===== src/rtl/ising_logic_pkg.sv =====
// Shared configuration, derived geometry and FSM encoding for the
// Ising L1 row packer and its address decoder.
package ising_logic_pkg;

  typedef struct packed {
    int unsigned num_spin;
    int unsigned bit_j;
  } ising_logic_cfg_t;

  localparam ising_logic_cfg_t IsingLogicCfg = '{num_spin: 256, bit_j: 4};
  localparam int unsigned LagdDataWidth = 64;

  typedef enum logic [1:0] {
    StFill,
    StFlush,
    StRsp
  } pack_state_e;

  function automatic ising_logic_cfg_t make_cfg(
    input int unsigned num_spin,
    input int unsigned bit_j
  );
    ising_logic_cfg_t cfg;
    cfg.num_spin = num_spin;
    cfg.bit_j    = bit_j;
    return cfg;
  endfunction

  function automatic int unsigned row_width(input ising_logic_cfg_t cfg);
    return cfg.num_spin * cfg.bit_j;
  endfunction

  function automatic int unsigned beats_per_row(
    input ising_logic_cfg_t cfg,
    input int unsigned      data_width
  );
    return row_width(cfg) / data_width;
  endfunction

endpackage


===== src/rtl/ising_l1_addr_dec.sv =====
// Combinational decode of a bus write into row/beat and a legality flag
// checked against the current fill position of the row buffer.
module ising_l1_addr_dec
  import ising_logic_pkg::*;
#(
  parameter int unsigned DataWidth  = 64,
  parameter int unsigned AddrWidth  = 48,
  parameter int unsigned NumSpin    = 256,
  parameter int unsigned BitJ       = 4,
  parameter int unsigned BaseAddr   = 0,
  parameter int unsigned WindowSize = 'h1_0000,
  localparam int unsigned RowW      = row_width(make_cfg(NumSpin, BitJ)),
  localparam int unsigned Beats     =
    beats_per_row(make_cfg(NumSpin, BitJ), DataWidth),
  localparam int unsigned RowIdxW   = $clog2(NumSpin),
  localparam int unsigned BeatW     = (Beats > 1) ? $clog2(Beats) : 1
) (
  input  logic [AddrWidth-1:0]   addr_i,
  input  logic [DataWidth/8-1:0] strb_i,
  input  logic [BeatW-1:0]       cnt_i,
  input  logic [RowIdxW-1:0]     buf_row_i,
  output logic [RowIdxW-1:0]     row_o,
  output logic [BeatW-1:0]       beat_o,
  output logic                   final_o,
  output logic                   err_o
);

  localparam int unsigned Bpb  = DataWidth / 8;
  localparam int unsigned RowB = RowW / 8;

  localparam logic [AddrWidth-1:0] BaseA = AddrWidth'(BaseAddr);
  localparam logic [AddrWidth-1:0] WinA  = AddrWidth'(WindowSize);
  localparam logic [AddrWidth-1:0] RowBA = AddrWidth'(RowB);
  localparam logic [AddrWidth-1:0] BpbA  = AddrWidth'(Bpb);
  localparam logic [AddrWidth-1:0] NsA   = AddrWidth'(NumSpin);
  localparam logic [AddrWidth-1:0] LastA = AddrWidth'(Beats - 1);

  logic [AddrWidth-1:0] off;
  logic [AddrWidth-1:0] row_full;
  logic [AddrWidth-1:0] beat_full;
  logic                 range_err;
  logic                 fmt_err;
  logic                 seq_err;

  always_comb begin
    off       = addr_i - BaseA;
    row_full  = off / RowBA;
    beat_full = (off % RowBA) / BpbA;
    row_o     = row_full[RowIdxW-1:0];
    beat_o    = beat_full[BeatW-1:0];
    final_o   = (beat_full == LastA);
    range_err = (addr_i < BaseA) || (off >= WinA) || (row_full >= NsA);
    fmt_err   = ((addr_i % BpbA) != '0) || (strb_i != '1);
    // beats must arrive in order and all belong to the buffered row
    seq_err   = (beat_full != AddrWidth'(cnt_i)) ||
                ((cnt_i != '0) && (row_o != buf_row_i));
    err_o     = range_err || fmt_err || seq_err;
  end

endmodule


===== src/rtl/ising_l1_row_packer.sv =====
// Packs sequential bus write beats into full J-memory rows and hands each
// completed row off before answering the bus with a write response.
module ising_l1_row_packer
  import ising_logic_pkg::*;
#(
  parameter int unsigned DataWidth  = 64,
  parameter int unsigned AddrWidth  = 48,
  parameter int unsigned NumSpin    = 256,
  parameter int unsigned BitJ       = 4,
  parameter int unsigned BaseAddr   = 0,
  parameter int unsigned WindowSize = 'h1_0000,
  localparam int unsigned RowW      = row_width(make_cfg(NumSpin, BitJ)),
  localparam int unsigned Beats     =
    beats_per_row(make_cfg(NumSpin, BitJ), DataWidth),
  localparam int unsigned RowIdxW   = $clog2(NumSpin),
  localparam int unsigned BeatW     = (Beats > 1) ? $clog2(Beats) : 1
) (
  input  logic                   clk_i,
  input  logic                   rst_i,
  input  logic                   clear_i,
  input  logic                   req_valid_i,
  output logic                   req_ready_o,
  input  logic [AddrWidth-1:0]   req_addr_i,
  input  logic [DataWidth-1:0]   req_data_i,
  input  logic [DataWidth/8-1:0] req_strb_i,
  output logic                   rsp_valid_o,
  input  logic                   rsp_ready_i,
  output logic                   rsp_err_o,
  output logic                   row_valid_o,
  input  logic                   row_ready_i,
  output logic [RowIdxW-1:0]     row_idx_o,
  output logic [RowW-1:0]        row_data_o,
  output logic                   partial_o
);

  if (RowW % DataWidth != 0) begin : g_chk_row_w
    $error("row width must be a whole number of bus beats");
  end

  if (NumSpin * (RowW / 8) > WindowSize) begin : g_chk_window
    $error("J memory does not fit in the L1 window");
  end

  pack_state_e          state_q, state_d;
  logic [BeatW-1:0]     cnt_q, cnt_d;
  logic [RowIdxW-1:0]   row_q, row_d;
  logic [RowW-1:0]      buf_q, buf_d;
  logic                 err_q, err_d;

  logic [BeatW-1:0]     cnt_eff;
  logic [RowIdxW-1:0]   dec_row;
  logic [BeatW-1:0]     dec_beat;
  logic                 dec_final;
  logic                 dec_err;

  // a same-cycle clear restarts the row before the request is judged
  assign cnt_eff = clear_i ? '0 : cnt_q;

  ising_l1_addr_dec #(
    .DataWidth  (DataWidth),
    .AddrWidth  (AddrWidth),
    .NumSpin    (NumSpin),
    .BitJ       (BitJ),
    .BaseAddr   (BaseAddr),
    .WindowSize (WindowSize)
  ) u_addr_dec (
    .addr_i    (req_addr_i),
    .strb_i    (req_strb_i),
    .cnt_i     (cnt_eff),
    .buf_row_i (row_q),
    .row_o     (dec_row),
    .beat_o    (dec_beat),
    .final_o   (dec_final),
    .err_o     (dec_err)
  );

  always_comb begin
    state_d = state_q;
    cnt_d   = cnt_q;
    row_d   = row_q;
    buf_d   = buf_q;
    err_d   = err_q;
    unique case (state_q)
      StFill: begin
        cnt_d = cnt_eff;
        if (req_valid_i) begin
          state_d = StRsp;
          err_d   = dec_err;
          if (!dec_err) begin
            buf_d[dec_beat*DataWidth +: DataWidth] = req_data_i;
            row_d = dec_row;
            if (dec_final) begin
              state_d = StFlush;
            end else begin
              cnt_d = cnt_eff + BeatW'(1);
            end
          end
        end
      end
      StFlush: begin
        if (row_ready_i) begin
          cnt_d   = '0;
          err_d   = 1'b0;
          state_d = StRsp;
        end
      end
      StRsp: begin
        cnt_d = cnt_eff;
        if (rsp_ready_i) begin
          state_d = StFill;
        end
      end
      default: begin
        state_d = StFill;
      end
    endcase
  end

  always_ff @(posedge clk_i or posedge rst_i) begin
    if (rst_i) begin
      state_q <= StFill;
      cnt_q   <= '0;
      row_q   <= '0;
      buf_q   <= '0;
      err_q   <= 1'b0;
    end else begin
      state_q <= state_d;
      cnt_q   <= cnt_d;
      row_q   <= row_d;
      buf_q   <= buf_d;
      err_q   <= err_d;
    end
  end

  assign req_ready_o = (state_q == StFill) && !rst_i;
  assign rsp_valid_o = (state_q == StRsp);
  assign rsp_err_o   = (state_q == StRsp) && err_q;
  assign row_valid_o = (state_q == StFlush);
  assign row_idx_o   = row_q;
  assign row_data_o  = buf_q;
  assign partial_o   = (cnt_q != '0);

endmodule


===== config.mk =====
export PLATFORM = sky130hd
export DESIGN_NAME = ising_l1_row_packer
export DESIGN_NICKNAME = d
export VERILOG_FILES = /design/src/rtl/ising_logic_pkg.sv /design/src/rtl/ising_l1_addr_dec.sv /design/src/rtl/ising_l1_row_packer.sv
export SDC_FILE = /design/constraint.sdc
export NUM_CORES = 2
export LEC_CHECK = 0
export ABC_AREA = 1
export CORE_AREA = 10 10 446 448
export CTS_BUF_LIST = sky130_fd_sc_hd__clkbuf_16
export CTS_CLUSTER_SIZE = 10
export DETAILED_ROUTE_END_ITERATION = 8
export DIE_AREA = 0 0 456 458
export PLACE_DENSITY = 0.51
export SLEW_MARGIN = 0
export SYNTH_ARGS = -nofsm -noshare
export SYNTH_HDL_FRONTEND = slang
export SYNTH_SLANG_ARGS = --single-unit

===== constraint.sdc =====
create_clock -name clk_i -period 61.6 [get_ports clk_i]
set_input_delay 9.24 -clock clk_i [delete_from_list [all_inputs] [get_ports clk_i]]
set_output_delay 9.24 -clock clk_i [all_outputs]
set_load 0.02 [all_outputs]

==> results.sh <==
# yosys + openroad results
export IMPL_dieArea_sq_mm=0.209
export IMPL_status="finished, final reports clean"
export IMPL_synth_nets=5790
export IMPL_p_comb_w=0.000154
export IMPL_reg2reg_to="row_data_o[489]$_DFFE_PP0P_"
export IMPL_final_period_utilization_pct=32.8
export IMPL_grt_start_max_net_pins=176
export IMPL_clock_skew_ns=0.0247
export IMPL_clkCellAreaFrac_pct=6.15
export IMPL_slew_headroom_pct=5.77
export IMPL_cts_hold_buf=0
export IMPL_fmax_mhz=49.4
export IMPL_route_met3_wl_mm=20.2
export IMPL_logic_gates=3580
export IMPL_highest_layer="met4"
export IMPL_top_cell="nand2_1"
export IMPL_simple_gate_share_pct=22.2
export IMPL_top_cells_by_count="nand2_1 (1077), dfrtp_1 (1039), inv_1 (553)"
export IMPL_met1_usage_pct=30.3
export IMPL_nNonClkBuffers=1289
export IMPL_first_global_vias=42858
==> worst max-delay path by stage <==
stage / startpoint / to / slack (ns) / cells after the start
3_3_place_gp: rst_i / req_ready_o / 41.32 / 3
4_1_cts: rst_i / req_ready_o / 41.33 / 3
3_5_place_dp: rst_i / req_ready_o / 41.33 / 3
2_1_floorplan: rst_i / cnt_q[0]$_DFFE_PP0P_ / 23.12 / 1
6_report: rst_i / req_ready_o / 41.38 / 3
5_1_grt: rst_i / req_ready_o / 41.31 / 3
==> critical path: stages <==
cell and delay (ns):
clkdlybuf4s50_1 0.66, nor2_1 0.39, clkdlybuf4s50_1 0.68
==> layout by cell type (no fill, tap or decap), drive strengths merged <==
cell / netlist / routed
clkdlybuf4s50: 0 / 1161
nand2: 1081 / 1081
dfrtp: 1039 / 1039
o21ai: 652 / 652
inv: 558 / 606
nand3: 550 / 550
a21oi: 441 / 441
nor2: 420 / 420
nor3: 136 / 136
clkbuf: 249 / 135
buf: 229 / 128
or2: 114 / 114
nand4: 72 / 72
o2111ai: 64 / 64
clkinv: 0 / 23
diode: 0 / 18
or3: 14 / 14
o21a: 14 / 14
ha: 9 / 9
bufinv: 0 / 5
xnor2: 5 / 5
nor4: 3 / 3
and2: 2 / 2
o31ai: 2 / 2
clkinvlp: 0 / 2
nor3b: 1 / 1
==> metrics by stage <==
stage	total power (W)	hold slack, ns
2_1_floorplan	0.000771	0.452
3_3_place_gp	0.000854	0.456
3_5_place_dp	0.000854	0.459
4_1_cts	0.00161	0.472
5_1_grt	0.00164	0.488
6_report	0.00158	0.470
==> registers in the layout, indices dropped and copies added (netlist names) <==
register	cells
cnt_q	4
err_q	1
row_data_o	1024
row_idx_o	8
state_q	2
Fig. 1: I/O nets highlighted
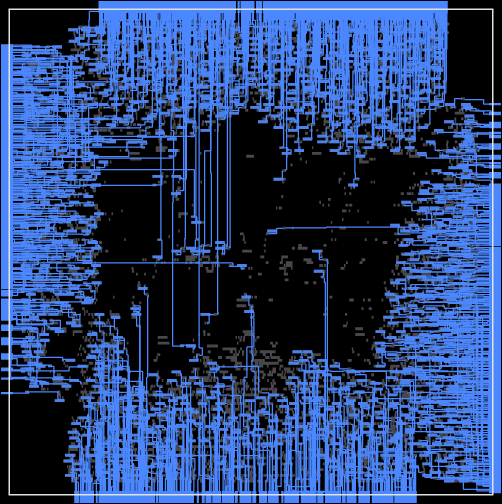
color	port	bits	direction	edge	end cells	buffers	wire
blue	row_data_o	1024	output	335 top, 245 bottom, 238 right, 206 left	1024	1024	80.9 mm
port bufs: 1162
IO Count: 1163

Fig. 2: cell placement
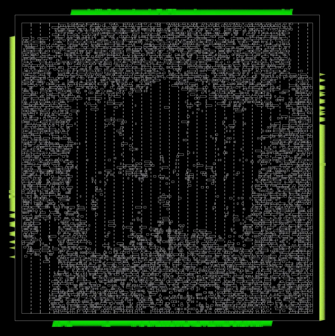
final core utilization: 34.3%
Seq area share: 40.0%
Placeable Area: 0.190 sq mm
fin cells: 9208

Fig. 3: cell density map
23 x 23 tiles, from black (low) to pale yellow (high), 0 to 100% covered.
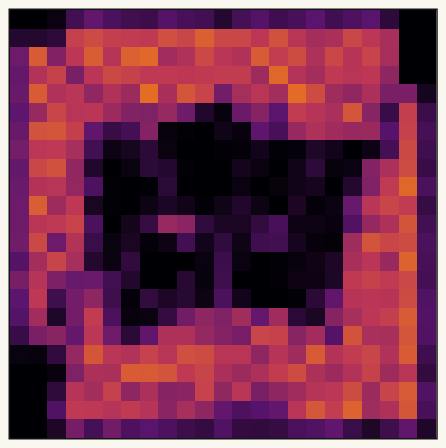
mean over tiles	30%
fullest tile	66%
nearly empty tiles	12%
emptiest ninth of the die	center

Fig. 4: the metal 3 layer
The bar under the picture is 100 um long.
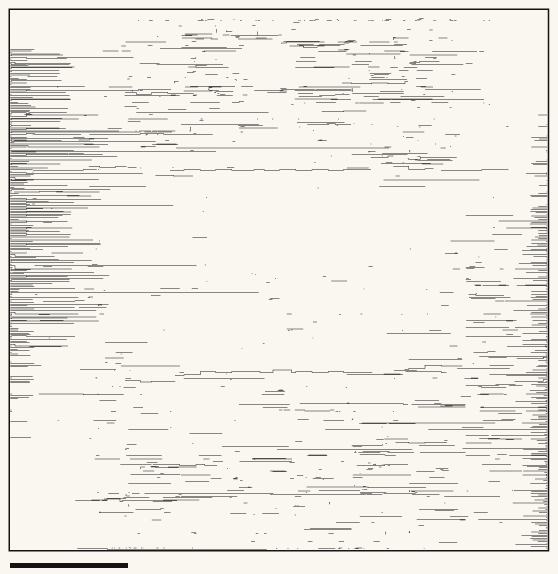
main direction	horizontal
share of all routed wire	7.4%
longest straight run	210 um
wire length on this layer	20.2 mm
nets with wire on the layer	836
Via Count: 44663
Routed WL: 273 mm
routing usage on met3: 6.86%

Power figures rest on the tool's default switching activity, not on a simulated workload.
